### Wiring by layer

Scale bar: 50 µm. Only two layers are drawn.
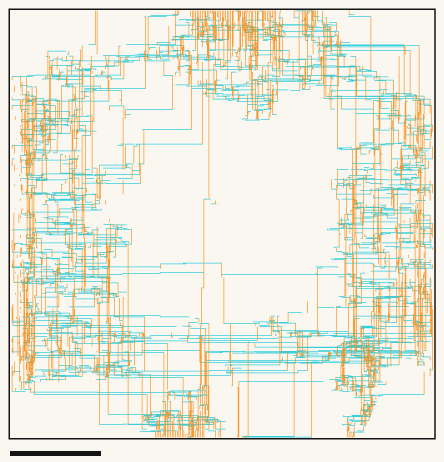
### Power grid

Scale bar: 50 µm. Pins as bars on the die edge.
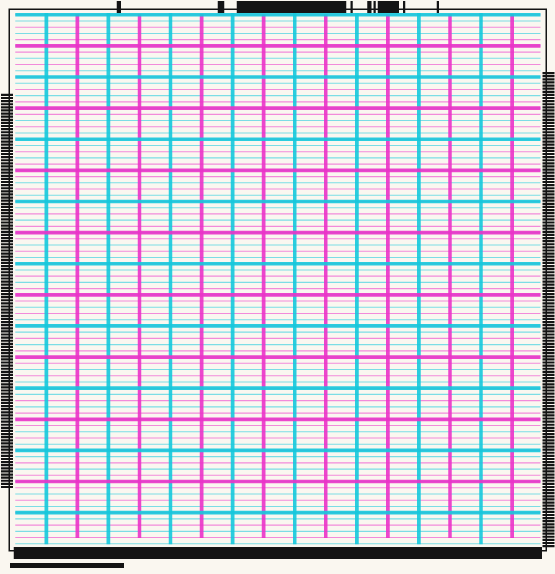
### M3 wires

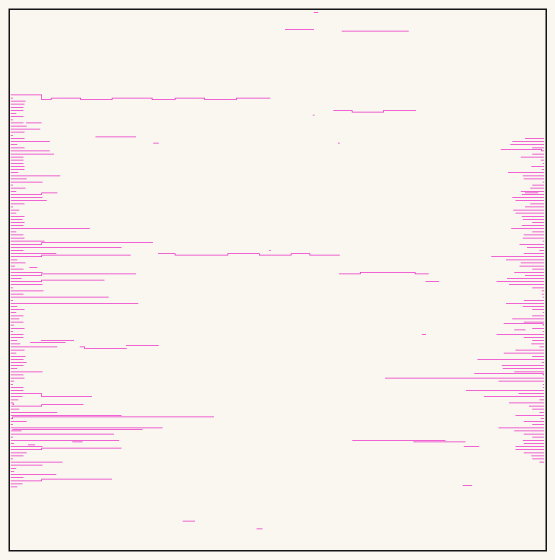
<file path="src/rtl/rob_pkg.sv">
// Shared types for the ROB commit controller: the ROB entry layout, the commit FSM
// states and the sizing constants the commit logic is built around.
package rob_pkg;

   localparam int ROB_ENTRIES   = 32;
   localparam int INSTR_Q_WIDTH = 4;
   localparam int SIZE_W        = $clog2(ROB_ENTRIES);
   localparam int ROB_ADDR_W    = 64;

   typedef struct packed {
      logic                  done;
      logic                  exc;
      logic                  mispred;
      logic [ROB_ADDR_W-1:0] pc;
      logic [ROB_ADDR_W-1:0] target;
   } rob_entry;

   typedef enum logic [1:0] {
      RUN,
      FLUSH,
      REDIRECT
   } commit_state_e;

   // A lane retires silently only when it has finished and raised nothing.
   function automatic logic lane_clean(input rob_entry e);
      return e.done & ~e.exc & ~e.mispred;
   endfunction

endpackage

</file>
<file path="src/rtl/rob_commit_scan.sv">
// Combinational priority scan over the oldest ROB lanes: counts the leading clean
// lanes and reports the first finished lane that carries an exception or mispredict.
module rob_commit_scan
   import rob_pkg::*;
#(
   parameter  int COMMIT_WIDTH = 4,
   localparam int CNT_W        = $clog2(COMMIT_WIDTH + 1)
) (
   input  rob_entry                i_head [COMMIT_WIDTH],
   input  logic [SIZE_W-1:0]       i_size,
   output logic [CNT_W-1:0]        o_clean_cnt,
   output logic                    o_stop_vld,
   output logic                    o_stop_exc,
   output logic [ROB_ADDR_W-1:0]   o_stop_target
);

   logic w_blocked;
   logic w_unused_pc;

   always_comb begin
      o_clean_cnt   = '0;
      o_stop_vld    = 1'b0;
      o_stop_exc    = 1'b0;
      o_stop_target = '0;
      w_blocked     = 1'b0;
      w_unused_pc   = 1'b0;
      for (int i = 0; i < COMMIT_WIDTH; i++) begin
         w_unused_pc = w_unused_pc ^ (^i_head[i].pc);
         if (!w_blocked) begin
            // A lane beyond occupancy or still executing shadows every younger lane.
            if ((i < int'(i_size)) && i_head[i].done) begin
               if (i_head[i].exc) begin
                  o_stop_vld = 1'b1;
                  o_stop_exc = 1'b1;
                  w_blocked  = 1'b1;
               end else if (i_head[i].mispred) begin
                  o_stop_vld    = 1'b1;
                  o_stop_target = i_head[i].target;
                  w_blocked     = 1'b1;
               end else if (lane_clean(i_head[i])) begin
                  o_clean_cnt = o_clean_cnt + CNT_W'(1);
               end
            end else begin
               w_blocked = 1'b1;
            end
         end
      end
   end

endmodule

</file>
<file path="src/rtl/rob_commit_ctrl.sv">
// ROB commit controller: retires up to COMMIT_WIDTH oldest entries per cycle and sequences
// RUN -> FLUSH -> REDIRECT on exception/mispredict. Optional counters: ROB_COMMIT_PERF_EN.
module rob_commit_ctrl
   import rob_pkg::*;
#(
   parameter  int                   COMMIT_WIDTH = 4,
   parameter  int                   ADDR_BITS    = 64,
   parameter  logic [ADDR_BITS-1:0] EXC_VECTOR   = '0,
   localparam int                   CNT_W        = $clog2(COMMIT_WIDTH + 1)
) (
   input  logic                    clk_in,
   input  logic                    rst_N_in,
   input  rob_entry                head_in [COMMIT_WIDTH],
   input  logic [SIZE_W-1:0]       size_in,
   output logic [CNT_W-1:0]        deq_out,
   output logic [COMMIT_WIDTH-1:0] commit_mask_out,
   output logic                    flush_out,
   output logic                    valid_pc,
   output logic [ADDR_BITS-1:0]    pc_out
`ifdef ROB_COMMIT_PERF_EN
   ,
   output logic [63:0]             retired_cnt_out,
   output logic [63:0]             flush_cnt_out
`endif
);

   commit_state_e           r_state;
   logic [ADDR_BITS-1:0]    r_pc_t;
   logic                    r_flush;
   logic                    r_valid_pc;
   logic [ADDR_BITS-1:0]    r_pc_out;

   logic [CNT_W-1:0]        w_clean_cnt;
   logic                    w_stop_vld;
   logic                    w_stop_exc;
   logic [ROB_ADDR_W-1:0]   w_stop_target;
   logic [CNT_W-1:0]        w_deq;
   logic                    w_take_flush;

   rob_commit_scan #(
      .COMMIT_WIDTH (COMMIT_WIDTH)
   ) u_scan (
      .i_head        (head_in),
      .i_size        (size_in),
      .o_clean_cnt   (w_clean_cnt),
      .o_stop_vld    (w_stop_vld),
      .o_stop_exc    (w_stop_exc),
      .o_stop_target (w_stop_target)
   );

   assign w_take_flush = rst_N_in && (r_state == RUN) && w_stop_vld;

   // Retirement is same-cycle; a mispredicted branch itself retires, a faulting one does not.
   always_comb begin
      w_deq           = '0;
      commit_mask_out = '0;
      if (rst_N_in && (r_state == RUN)) begin
         if (w_stop_vld && !w_stop_exc) begin
            w_deq = w_clean_cnt + CNT_W'(1);
         end else begin
            w_deq = w_clean_cnt;
         end
      end
      for (int i = 0; i < COMMIT_WIDTH; i++) begin
         commit_mask_out[i] = (i < int'(w_deq));
      end
   end

   assign deq_out = w_deq;

   always_ff @(posedge clk_in or negedge rst_N_in) begin
      if (!rst_N_in) begin
         r_state    <= RUN;
         r_pc_t     <= '0;
         r_flush    <= 1'b0;
         r_valid_pc <= 1'b0;
         r_pc_out   <= '0;
      end else begin
         case (r_state)
            RUN: begin
               if (w_stop_vld) begin
                  r_state <= FLUSH;
                  r_flush <= 1'b1;
                  r_pc_t  <= w_stop_exc ? EXC_VECTOR : w_stop_target[ADDR_BITS-1:0];
               end
            end
            FLUSH: begin
               r_state    <= REDIRECT;
               r_flush    <= 1'b0;
               r_valid_pc <= 1'b1;
               r_pc_out   <= r_pc_t;
            end
            REDIRECT: begin
               r_state    <= RUN;
               r_valid_pc <= 1'b0;
               r_pc_out   <= '0;
            end
            default: begin
               r_state    <= RUN;
               r_flush    <= 1'b0;
               r_valid_pc <= 1'b0;
               r_pc_out   <= '0;
            end
         endcase
      end
   end

   assign flush_out = r_flush;
   assign valid_pc  = r_valid_pc;
   assign pc_out    = r_pc_out;

`ifdef ROB_COMMIT_PERF_EN
   logic [63:0] r_retired_cnt;
   logic [63:0] r_flush_cnt;

   always_ff @(posedge clk_in or negedge rst_N_in) begin
      if (!rst_N_in) begin
         r_retired_cnt <= '0;
         r_flush_cnt   <= '0;
      end else begin
         r_retired_cnt <= r_retired_cnt + 64'(w_deq);
         if (w_take_flush) begin
            r_flush_cnt <= r_flush_cnt + 64'd1;
         end
      end
   end

   assign retired_cnt_out = r_retired_cnt;
   assign flush_cnt_out   = r_flush_cnt;
`else
   logic w_unused_take_flush;
   assign w_unused_take_flush = w_take_flush;
`endif

endmodule

</file>
<file path="config.mk">
export PLATFORM = sky130hd
export DESIGN_NAME = rob_commit_ctrl
export DESIGN_NICKNAME = d
export VERILOG_FILES = /design/src/rtl/rob_pkg.sv /design/src/rtl/rob_commit_scan.sv /design/src/rtl/rob_commit_ctrl.sv
export SDC_FILE = /design/constraint.sdc
export NUM_CORES = 1
export LEC_CHECK = 0
export CAP_MARGIN = 20
export CORE_AREA = 2 2 232 234
export CTS_BUF_LIST = sky130_fd_sc_hd__clkbuf_4 sky130_fd_sc_hd__clkbuf_8
export DETAILED_ROUTE_END_ITERATION = 16
export DIE_AREA = 0 0 234 236
export PLACE_DENSITY = 0.39
export SYNTH_ARGS = -nofsm -noshare
export SYNTH_HDL_FRONTEND = slang
export SYNTH_SLANG_ARGS = --single-unit
</file>
<file path="constraint.sdc">
create_clock -name clk_in -period 13.2 [get_ports clk_in]
set_input_delay 2.64 -clock clk_in [delete_from_list [all_inputs] [get_ports clk_in]]
set_output_delay 2.64 -clock clk_in [all_outputs]
set_load 0.02 [all_outputs]
</file>
==> impl_metrics.toml <==
# flow metrics
[run_status]
status = "finished, final reports clean"

[route]
wl_met3_um = 3170
dr.first_iter.drc_count = 500
first_pass_iters = 6
drc_errors = 0
wl_met2_um = 12900
met1Wirelength_um = 12800
dr.max_layer_used = "met4"
viasPerCell = 3.86
wl_um = 29100
vias = 6511
wl_per_cell_um = 17.3
ant_nets = 0

[final_timing]
finClkSkew_ps = 15.8
relSlewSlack_pct = 36.9
worst_slew_pin_slew_ps = 946
fin_ws_ps = 2830
rsz0062_at_grt = "false"
period_minus_slack_ps = 10370
finalHoldViolations = 0
slew_viol_final = 0
finalSetupTns_ps = 0
worst_hold_slack_ps = 477
fmax_mhz = 96.4
setup_viol = 0
fin_crit_sh_pct = 78.6

[cts]
cts_hold_buf = 0
max-clock-path-buffers = 2
path_clk_slew_ps = 70
numClockSinks = 132
numCtsBuffers = 17
ctsResizeCount = 0
post-cts-setup-buffers = 0
clk_latency_ps = 470
root_buffer = "clkbuf_8"
cts_max_level = 4
tritoncts = "built"

[power_and_ir_drop]
power.switching_uw = 305
max-vdd-ir-drop_mv = 0.0518
p_seq_share_pct = 42.5
power_frac_comb_pct = 23.0
p_per_area_mw_per_mm2 = 94.9
p_leak_nw = 4.87
p_total_mw = 1.07
p_int_uw = 768
swShare_pct = 28.4
power_frac_clock_pct = 34.5

[cells_and_area]
seq_area_mm2 = 0.00331
antenna_cells = 2
comb_area_mm2 = 0.00311
inv_count = 12
layout-drive-gt1-share_pct = 5.97
instances_no_fill = 1687
fin_nets = 1511
post-route-util_pct = 21.3
dominant_cells = "non-clock buffers"
clkbuf_count = 25
areaGrowthSynthToFinish_pct = 69.1
nFillCells = 5821
buf_share_pct = 31.4
nNonClkBuffers = 357
sh_comb_area_pct = 27.5
design_area_mm2 = 0.0113
seq_share_pct = 29.2
final-clk-cell-share_pct = 3.76
logic_gates = 456
ff_count = 132

[placed_design]
post-place-ws_ps = 2860
gp_congestion = 0.709
placedCellCount = 1653
place_area_mm2 = 0.0109
io_buffers = 347
hpwl_um = 20800

[setup_path]
path_cells = "clkdlybuf4s50_1, or4_1, nor2_1, or2_2, inv_1, ha_1, inv_1, a31oi_1, ha_1, mux2i_1, nor2_1, ha_1, inv_1, or4_1, a2111oi_4, xnor2_1, a31oi_1, o31ai_1, a311oi_1, clkdlybuf4s50_1"
crit_path_top_delay_cell = "clkdlybuf4s50_1"
cp.depth = 20
cp_num_buf_inv = 5
rr_worst_depth = 4
timing.rr.end = "r_pc_t[29]$_DFFE_PN0P_"
crit_path_end_kind = "output port"
crit_fanout = 5
worstPathRequired_ps = 10560
cpLargestDelayFamily = "simple AND/OR/NAND/NOR gates"
r2r_start = "r_state[0]$_DFFE_PN0P_"
crit_type = "in -> out"
startpoint_type = "primary input"
setup.worst_path.end = "commit_mask_out[2]"
cp.arrival_ps = 7730
reg2reg_slack_ps = 10750
slowest_delay_ps = 660
startpoint = "size_in[2]"

[yosys]
synth_cells = 655
synth_flops = 132
edf_count = 0
top_area_cell = "dfrtp_1"
ys.flop_type = "dfrtp_1"
top_area_share_pct = 49.4
top_cell = "dfrtp_1"
ys_cells = 655
synth_seq_share_pct = 49.4
synthesis.area_mm2 = 0.00669
syn_nets = 1190
async_flop_share_pct = 100
yosys_warnings = 0
synth.avg_cell_area_um2 = 10.2
ys_types = 46
topCellsByArea = "dfrtp_1 49%, mux2i_1 9.7%, a222oi_1 9.6%"
top_cells_by_count = "132 x dfrtp_1, 79 x nor2_1, 68 x nand2_1"
ys_chip_area_mm2 = 0.00669

[die]
fp.dieH_um = 236
core_region_area_mm2 = 0.0531
initial_utilization_pct = 12.6
io_pins = 604
row_count = 85
die_area_mm2 = 0.0552
taps = 696
die_width_um = 234

[global_routing]
grt_max_degree = 67
grt_use_met3_pct = 4.65
antenna_found_initial = 2
grt_util_all_layers_pct = 10.3
globalRoute.totalOverflow = 0
busiest_layer = "met2"
grt_pass1_wl_um = 42500
grt_pass1_vias = 6917
use_met2_pct = 16.3
use_met1_pct = 12.6

[min_path]
holdPathEnd = "r_pc_t[39]$_DFFE_PN0P_"
whs_path_depth = 1
hold_path.startpoint = "r_pc_t[39]$_DFFE_PN0P_"
min_path_type = "reg -> reg"

[flow_run]
maxCapViolations = 0
warnings = 282
About 'Wiring by layer':
Cyan marks M1, wire length 12800 µm. Orange marks M2, wire length 12900 µm.

About 'Power grid':
Cyan marks VSS. Magenta marks VDD.
17 straps on met5. The core has 85 rows. 16 straps on met4.

About 'M3 wires':
247 nets have wire on it. The wires run mostly horizontal.

[power groups by stage]
stage	registers, mW	logic [mW]	clock network (mW)
after CTS	0.458	0.253	0.391
after global routing	0.461	0.267	0.407
after global placement	0.464	0.251	0
final	0.457	0.246	0.371
after detailed placement	0.465	0.252	0
after floorplan	0.471	0.0868	0
[placed cells by master (no fill, tap or decap), drive strengths merged, types with 4 or more instances in the layout]
cell,count
clkdlybuf4s50,346
dfrtp,132
nor2,80
nand2,69
mux2i,65
a222oi,64
a21oi,64
a21o,64
clkbuf,25
inv,12
buf,11
or2,4
o31ai,4
ha,4
o21ai,4
[kinds of logic after synthesis]
logic type | synth area share, %
compound gates | 24.5
simple gates | 10.6
flops | 49.4
buf+inv | 4.53
mux | 9.73
xor+xnor | 0.524
fa+ha+maj | 0.748
